File: config.mk
export PLATFORM = sky130hd
export DESIGN_NAME = mult_div_unit_flat
export DESIGN_NICKNAME = d
export VERILOG_FILES = /design/src/rtl/mult_div_unit_if.sv /design/src/rtl/mult_div_unit.sv /design/src/flat_wrapper.sv
export SDC_FILE = /design/constraint.sdc
export NUM_CORES = 1
export LEC_CHECK = 0
export CAP_MARGIN = 40
export CORE_AREA = 2 2 295 224
export DETAILED_ROUTE_END_ITERATION = 10
export DIE_AREA = 0 0 297 226
export HOLD_SLACK_MARGIN = 0.03
export PLACE_DENSITY = 0.7
export REMOVE_ABC_BUFFERS = 1
export SLEW_MARGIN = 20
export SYNTH_ARGS = -nofsm -noshare
export SYNTH_HDL_FRONTEND = slang
export SYNTH_SLANG_ARGS = --single-unit
File: constraint.sdc
create_clock -name CLK -period 3.5 [get_ports CLK]
set_input_delay 0.7 -clock CLK [delete_from_list [all_inputs] [get_ports CLK]]
set_output_delay 0.7 -clock CLK [all_outputs]
set_load 0.02 [all_outputs]
File: src/rtl/mult_div_unit_if.sv
// Handshake/result bundle between the control unit (master) and mult_div_unit (slave).
// MDU_DIV0_FAST_EN adds the div_by_zero flag to the bundle.
interface mult_div_unit_if #(parameter int WIDTH = 32);
  logic                 start_mult;
  logic                 start_div;
  logic                 is_signed;
  logic [WIDTH-1:0]     op_a;
  logic [WIDTH-1:0]     op_b;
  logic                 busy;
  logic                 mult_ready;
  logic                 div_ready;
  logic [2*WIDTH-1:0]   product;
  logic [WIDTH-1:0]     quotient;
  logic [2*WIDTH-1:0]   remainder;
`ifdef MDU_DIV0_FAST_EN
  logic                 div_by_zero;

  modport master (
    output start_mult, start_div, is_signed, op_a, op_b,
    input  busy, mult_ready, div_ready, product, quotient, remainder, div_by_zero
  );
  modport slave (
    input  start_mult, start_div, is_signed, op_a, op_b,
    output busy, mult_ready, div_ready, product, quotient, remainder, div_by_zero
  );
`else
  modport master (
    output start_mult, start_div, is_signed, op_a, op_b,
    input  busy, mult_ready, div_ready, product, quotient, remainder
  );
  modport slave (
    input  start_mult, start_div, is_signed, op_a, op_b,
    output busy, mult_ready, div_ready, product, quotient, remainder
  );
`endif
endinterface

File: src/rtl/mult_div_unit.sv
// Iterative shift-add multiplier / restoring divider feeding the HI/LO register file.
// Optional MDU_DIV0_FAST_EN: single-step divide-by-zero with a div_by_zero flag.
module mult_div_unit #(
  parameter int WIDTH = 32
) (
  input logic            CLK,
  input logic            RST,
  mult_div_unit_if.slave bus
);

  typedef enum logic [1:0] {IDLE, MULT, DIV, FIX} state_t;

  localparam int CW = $clog2(WIDTH);

  state_t             state, next_state;
  logic [CW-1:0]      cnt;
  logic               last_iter;
  logic [2*WIDTH-1:0] mcand, acc;
  logic [WIDTH-1:0]   mplier, quo, prem, divisor;
  logic [WIDTH-1:0]   abs_a, abs_b;
  logic [WIDTH:0]     shifted, diff;
  logic               res_neg, rem_neg, op_mult;
  logic               div_step_en;
`ifdef MDU_DIV0_FAST_EN
  logic               div0_fast;
`endif

  assign last_iter = (cnt == CW'(WIDTH-1));
  assign abs_a     = (bus.is_signed && bus.op_a[WIDTH-1]) ? -bus.op_a : bus.op_a;
  assign abs_b     = (bus.is_signed && bus.op_b[WIDTH-1]) ? -bus.op_b : bus.op_b;
  assign shifted   = {prem, quo[WIDTH-1]};
  assign diff      = shifted - {1'b0, divisor};
  assign bus.busy  = (state != IDLE);

`ifdef MDU_DIV0_FAST_EN
  assign div_step_en = !div0_fast;
`else
  assign div_step_en = 1'b1;
`endif

  always_ff @(posedge CLK) begin
    if (RST) state <= IDLE;
    else     state <= next_state;
  end

  always_comb begin
    next_state = state;
    case (state)
      IDLE: begin
        if (bus.start_mult)     next_state = MULT;
        else if (bus.start_div) next_state = DIV;
      end
      MULT: if (last_iter) next_state = FIX;
      DIV: begin
`ifdef MDU_DIV0_FAST_EN
        if (div0_fast || last_iter) next_state = FIX;
`else
        if (last_iter) next_state = FIX;
`endif
      end
      FIX:     next_state = IDLE;
      default: next_state = IDLE;
    endcase
  end

  always_ff @(posedge CLK) begin
    if (RST) begin
      cnt            <= '0;
      mcand          <= '0;
      acc            <= '0;
      mplier         <= '0;
      quo            <= '0;
      prem           <= '0;
      divisor        <= '0;
      res_neg        <= 1'b0;
      rem_neg        <= 1'b0;
      op_mult        <= 1'b0;
      bus.mult_ready <= 1'b0;
      bus.div_ready  <= 1'b0;
      bus.product    <= '0;
      bus.quotient   <= '0;
      bus.remainder  <= '0;
`ifdef MDU_DIV0_FAST_EN
      div0_fast       <= 1'b0;
      bus.div_by_zero <= 1'b0;
`endif
    end else begin
      bus.mult_ready <= 1'b0;
      bus.div_ready  <= 1'b0;
`ifdef MDU_DIV0_FAST_EN
      bus.div_by_zero <= 1'b0;
`endif
      case (state)
        IDLE: begin
          if (bus.start_mult || bus.start_div) begin
            op_mult <= bus.start_mult;
            cnt     <= '0;
            mcand   <= {{WIDTH{1'b0}}, abs_a};
            mplier  <= abs_b;
            acc     <= '0;
            quo     <= abs_a;
            prem    <= '0;
            divisor <= abs_b;
            res_neg <= bus.is_signed & (bus.op_a[WIDTH-1] ^ bus.op_b[WIDTH-1]);
            rem_neg <= bus.is_signed & bus.op_a[WIDTH-1];
`ifdef MDU_DIV0_FAST_EN
            // Fast path preloads the final raw result and suppresses sign correction
            div0_fast <= !bus.start_mult && (bus.op_b == '0);
            if (!bus.start_mult && (bus.op_b == '0)) begin
              quo     <= '1;
              prem    <= bus.op_a;
              res_neg <= 1'b0;
              rem_neg <= 1'b0;
            end
`endif
          end
        end
        MULT: begin
          if (mplier[0]) acc <= acc + mcand;
          mcand  <= mcand << 1;
          mplier <= mplier >> 1;
          cnt    <= cnt + 1'b1;
        end
        DIV: begin
          if (div_step_en) begin
            // Borrow out of the trial subtraction means restore (quotient bit 0)
            if (!diff[WIDTH]) begin
              prem <= diff[WIDTH-1:0];
              quo  <= {quo[WIDTH-2:0], 1'b1};
            end else begin
              prem <= shifted[WIDTH-1:0];
              quo  <= {quo[WIDTH-2:0], 1'b0};
            end
            cnt <= cnt + 1'b1;
          end
        end
        FIX: begin
          if (op_mult) begin
            bus.product    <= res_neg ? -acc : acc;
            bus.mult_ready <= 1'b1;
          end else begin
            bus.quotient  <= res_neg ? -quo : quo;
            bus.remainder <= {{WIDTH{1'b0}}, (rem_neg ? -prem : prem)};
            bus.div_ready <= 1'b1;
`ifdef MDU_DIV0_FAST_EN
            bus.div_by_zero <= div0_fast;
`endif
          end
        end
        default: ;
      endcase
    end
  end

endmodule

File: src/flat_wrapper.sv
// flat-port wrapper written by rule: the top's interface ports become plain ports
module mult_div_unit_flat 
#(
  parameter int WIDTH = 32
)
  (CLK, RST, bus_start_mult, bus_start_div, bus_is_signed, bus_op_a, bus_op_b, bus_busy, bus_mult_ready, bus_div_ready, bus_product, bus_quotient, bus_remainder);
  mult_div_unit_if #(.WIDTH(WIDTH)) bus_i ();
  input logic CLK;
  input logic RST;
  input wire logic [$bits(bus_i.start_mult)-1:0] bus_start_mult;
  input wire logic [$bits(bus_i.start_div)-1:0] bus_start_div;
  input wire logic [$bits(bus_i.is_signed)-1:0] bus_is_signed;
  input wire logic [$bits(bus_i.op_a)-1:0] bus_op_a;
  input wire logic [$bits(bus_i.op_b)-1:0] bus_op_b;
  output wire logic [$bits(bus_i.busy)-1:0] bus_busy;
  output wire logic [$bits(bus_i.mult_ready)-1:0] bus_mult_ready;
  output wire logic [$bits(bus_i.div_ready)-1:0] bus_div_ready;
  output wire logic [$bits(bus_i.product)-1:0] bus_product;
  output wire logic [$bits(bus_i.quotient)-1:0] bus_quotient;
  output wire logic [$bits(bus_i.remainder)-1:0] bus_remainder;
  assign bus_i.start_mult = bus_start_mult;
  assign bus_i.start_div = bus_start_div;
  assign bus_i.is_signed = bus_is_signed;
  assign bus_i.op_a = bus_op_a;
  assign bus_i.op_b = bus_op_b;
  assign bus_busy = bus_i.busy;
  assign bus_mult_ready = bus_i.mult_ready;
  assign bus_div_ready = bus_i.div_ready;
  assign bus_product = bus_i.product;
  assign bus_quotient = bus_i.quotient;
  assign bus_remainder = bus_i.remainder;
  mult_div_unit #(.WIDTH(WIDTH)) u_core (.CLK(CLK), .RST(RST), .bus(bus_i));
endmodule
### Cell classes on the final placement

(1 px per um)
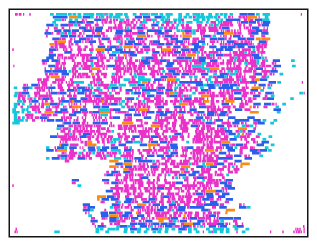
legend:
  cyan:
    class: other buffers and delay cells
    cells: 357
  orange:
    class: clock drivers and dummy loads
    cells: 78
  blue:
    class: flops
    cells: 396
  magenta:
    class: combinational and other logic
    cells: 2,534

### Register map, names as in the netlist

(1 px per um)
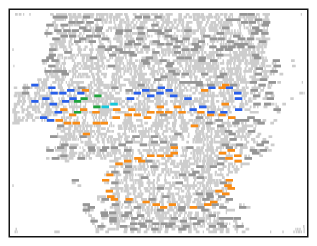
legend:
  cyan:
    signal: u_core.state
    placed_flops: 2
  green:
    signal: u_core.cnt
    placed_flops: 5
    where: west
  blue:
    signal: u_core.quo
    placed_flops: 32
    where: a band across the middle
  orange:
    signal: u_core.mcand
    placed_flops: 64
not colored: 293
FF+latch area: 0.00793 mm2
flop share of the area: 0.269
fin util: 0.458
Seq power: 5.96 mW

### Clock wires, drivers and flops

(1 px per um)
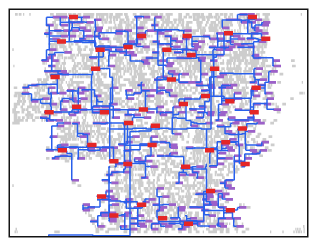
legend:
  purple:
    item: flip-flops
    count: 396
  red:
    item: clock drivers
    count: 43
  blue:
    item: clock wires
    length: 5,620 um
routed clock nets: 44

### Wires at chosen ports, followed through buffers

(1.5 px per um)
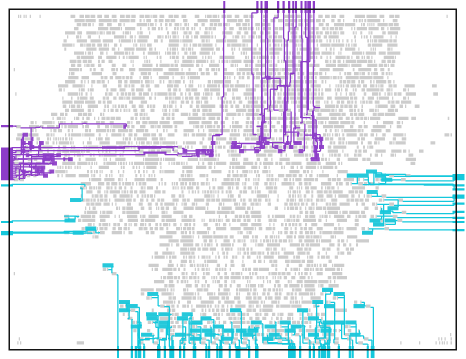
legend:
  purple:
    port: bus_op_a
    bits: 32
    direction: input
    edge: 17 west, 15 north
    end_cells: 67
    buffers: 42
    wire: 2,630 um
  cyan:
    port: bus_product
    bits: 64
    direction: output
    edge: 48 south, 12 east, 4 west
    end_cells: 64
    buffers: 64
    wire: 2,140 um

### Placement view

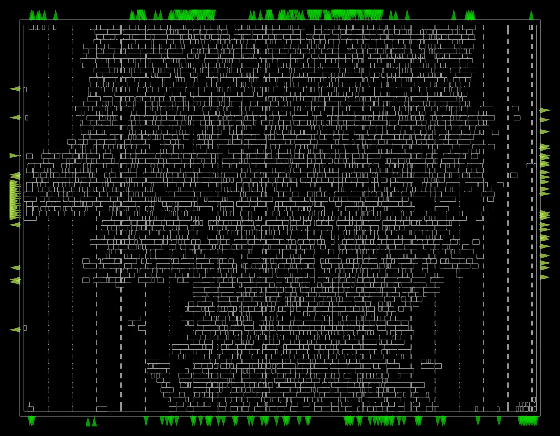
Rows: 81
flip-flops: 396
Cell Count, Final, Fillers Out: 4,240

==> results.cfg <==
; physical design summary
[logic_synthesis]
compound_area_frac = 0.259
yosysSeqAreaShare = 0.328
synth_area_mm2 = 0.0242
yosys_warnings = 0
netlist.area_leader.share = 0.328
muxShareOfSynthArea = 0.0220
syn_area_per_cell_um2 = 7.76
synth.largest_area_cell = dfxtp_1
ys_cells = 3116
adder_share = 0.0570
ys.flops = 396
synthDistinctLibCells = 71

[timing]
tns_ns = 0
setup_viol = 0
max_slew.worst_pin.slew_ns = 0.774
max_freq_ghz = 0.289
period_used_share = 0.988
fin_crit_ns = 3.46
finalHoldViolations = 0
final-max-slew-violation-count = 0

[critical_path]
path_cells = inv_2 -> ha_4 -> fa_2 -> nor2b_2 -> o31a_1 -> a2111oi_4 -> buf_4 -> o211ai_1 -> a41o_1 -> a21o_1 -> a311oi_4 -> buf_6 -> buf_12 -> nor2_1 -> a221o_1
cp_slowest_stage_delay_ns = 0.35
slowest_stage = a311oi_4
rr_startpoint = u_core.quo[31]$_SDFFE_PP0P_
regToRegSetupSlack_ns = 0.04
r2r_cells = 15
crit_family = AND-OR/OR-AND gates
timing.critical_path.from = u_core.quo[31]$_SDFFE_PP0P_
cp.required_ns = 3.97
worst-endpoint-arrival_ns = 3.93
start_kind = flop
critPathKind = reg -> reg
critPathBufInv = 4

[global_route]
met2_usage = 0.305
grt-ovfl-total = 0
grt_util_all_layers = 0.210
grt_pass1_vias = 20400
met1_usage = 0.314

[floorplanning]
io_pins = 232
die_h_um = 226
taps = 871
die_x_um = 297
core_mm2 = 0.0645

[route]
drt-vias-per-instance = 5.48
dr_wl_met2_um = 31100
wl_met1_um = 36100
wl_per_cell_um = 17.5
drc = 0
drt_pass1_iterations = 5
dr_wl_met3_um = 5220
vias = 23200
wl_um = 74100
drt_iter0_drc = 2256

[cells_and_area]
nClkBuffers = 62
area_delta_synth_final_pct = 22.0
clk_share = 0.0463
diodes = 4
n_all_buffers = 357
logic_area_mm2 = 0.0154
comb-cell-share = 0.522
finish.net_count = 3510
nNonClkInverters = 80
top_area_cell_class = multi-input combinational cells
num-fill-cells = 6424

[clocking]
post-cts-setup-buffers = 0
cts_tree = built
cts_resized = 1
clk_latency_ns = 0.60
cts_buffers = 43
clock_sinks = 396
clkTransAtPathRegs_ns = 0.06

[pwr]
power_density_mw_per_mm2 = 610
p_clk_frac = 0.250
cell_internal_pwr_mw = 10.7
p_comb_frac = 0.420
pwr-share-seq = 0.331

[job]
warnings = 33
drv_cap = 0

[placement]
dp_hpwl_um = 54700
gp_congestion = 0.916

[min_path]
hold_path.class = reg -> reg
min_from = u_core.mplier[19]$_SDFFE_PP0P_
hold_end = u_core.mplier[19]$_SDFFE_PP0P_

[outcome]
status = complete, no violations
power by group through the flow:
stage               Clock (mW)  Combinational (mW)  Sequential [mW]
floorplan                    0                4.45             5.96
global placement             0                7.12             6.04
detailed placement           0                7.27             6.04
CTS                       4.60                7.30             5.95
global route              4.78                8.33             6.04
finish                    4.49                7.55             5.96
registers in the layout (all words and copies together) (netlist names):
signal	cells
u_core.mplier	32
u_core.res_neg	1
u_core.divisor	32
u_core.rem_neg	1
u_core.bus.remainder	32
u_core.mcand	64
u_core.bus.quotient	32
u_core.op_mult	1
u_core.cnt	5
u_core.prem	32
u_core.bus.product	64
u_core.state	2
u_core.bus.div_ready	1
u_core.quo	32
u_core.acc	64
u_core.bus.mult_ready	1
worst max-delay path by stage:
stage	endpoint	slack (ns)	cells past startpoint
2_1_floorplan	u_core.acc[63]$_SDFFE_PP0P_	-6.93	8
3_3_place_gp	u_core.quo[31]$_SDFFE_PP0P_	-0.12	10
3_5_place_dp	u_core.quo[31]$_SDFFE_PP0P_	-0.16	10
4_1_cts	u_core.prem[1]$_SDFFE_PP0P_	0.008	14
5_1_grt	u_core.prem[20]$_SDFFE_PP0P_	-0.1	14
6_report	u_core.prem[21]$_SDFFE_PP0P_	0.04	15
stage by stage:
stage / cell area, um2 / setup WS, ns / power [mW] / instances
3_3_place_gp: 27700 / -0.125 / 13.2 / 4145
3_5_place_dp: 27800 / -0.161 / 13.3 / 4147
5_1_grt: 29500 / -0.0956 / 19.2 / 4239
2_1_floorplan: 23400 / -6.93 / 10.4 / 2930
6_report: 29500 / 0.0422 / 18.0 / 4240
4_1_cts: 29100 / 0.00818 / 17.8 / 4225
Power is estimated from default activity; no workload was simulated.
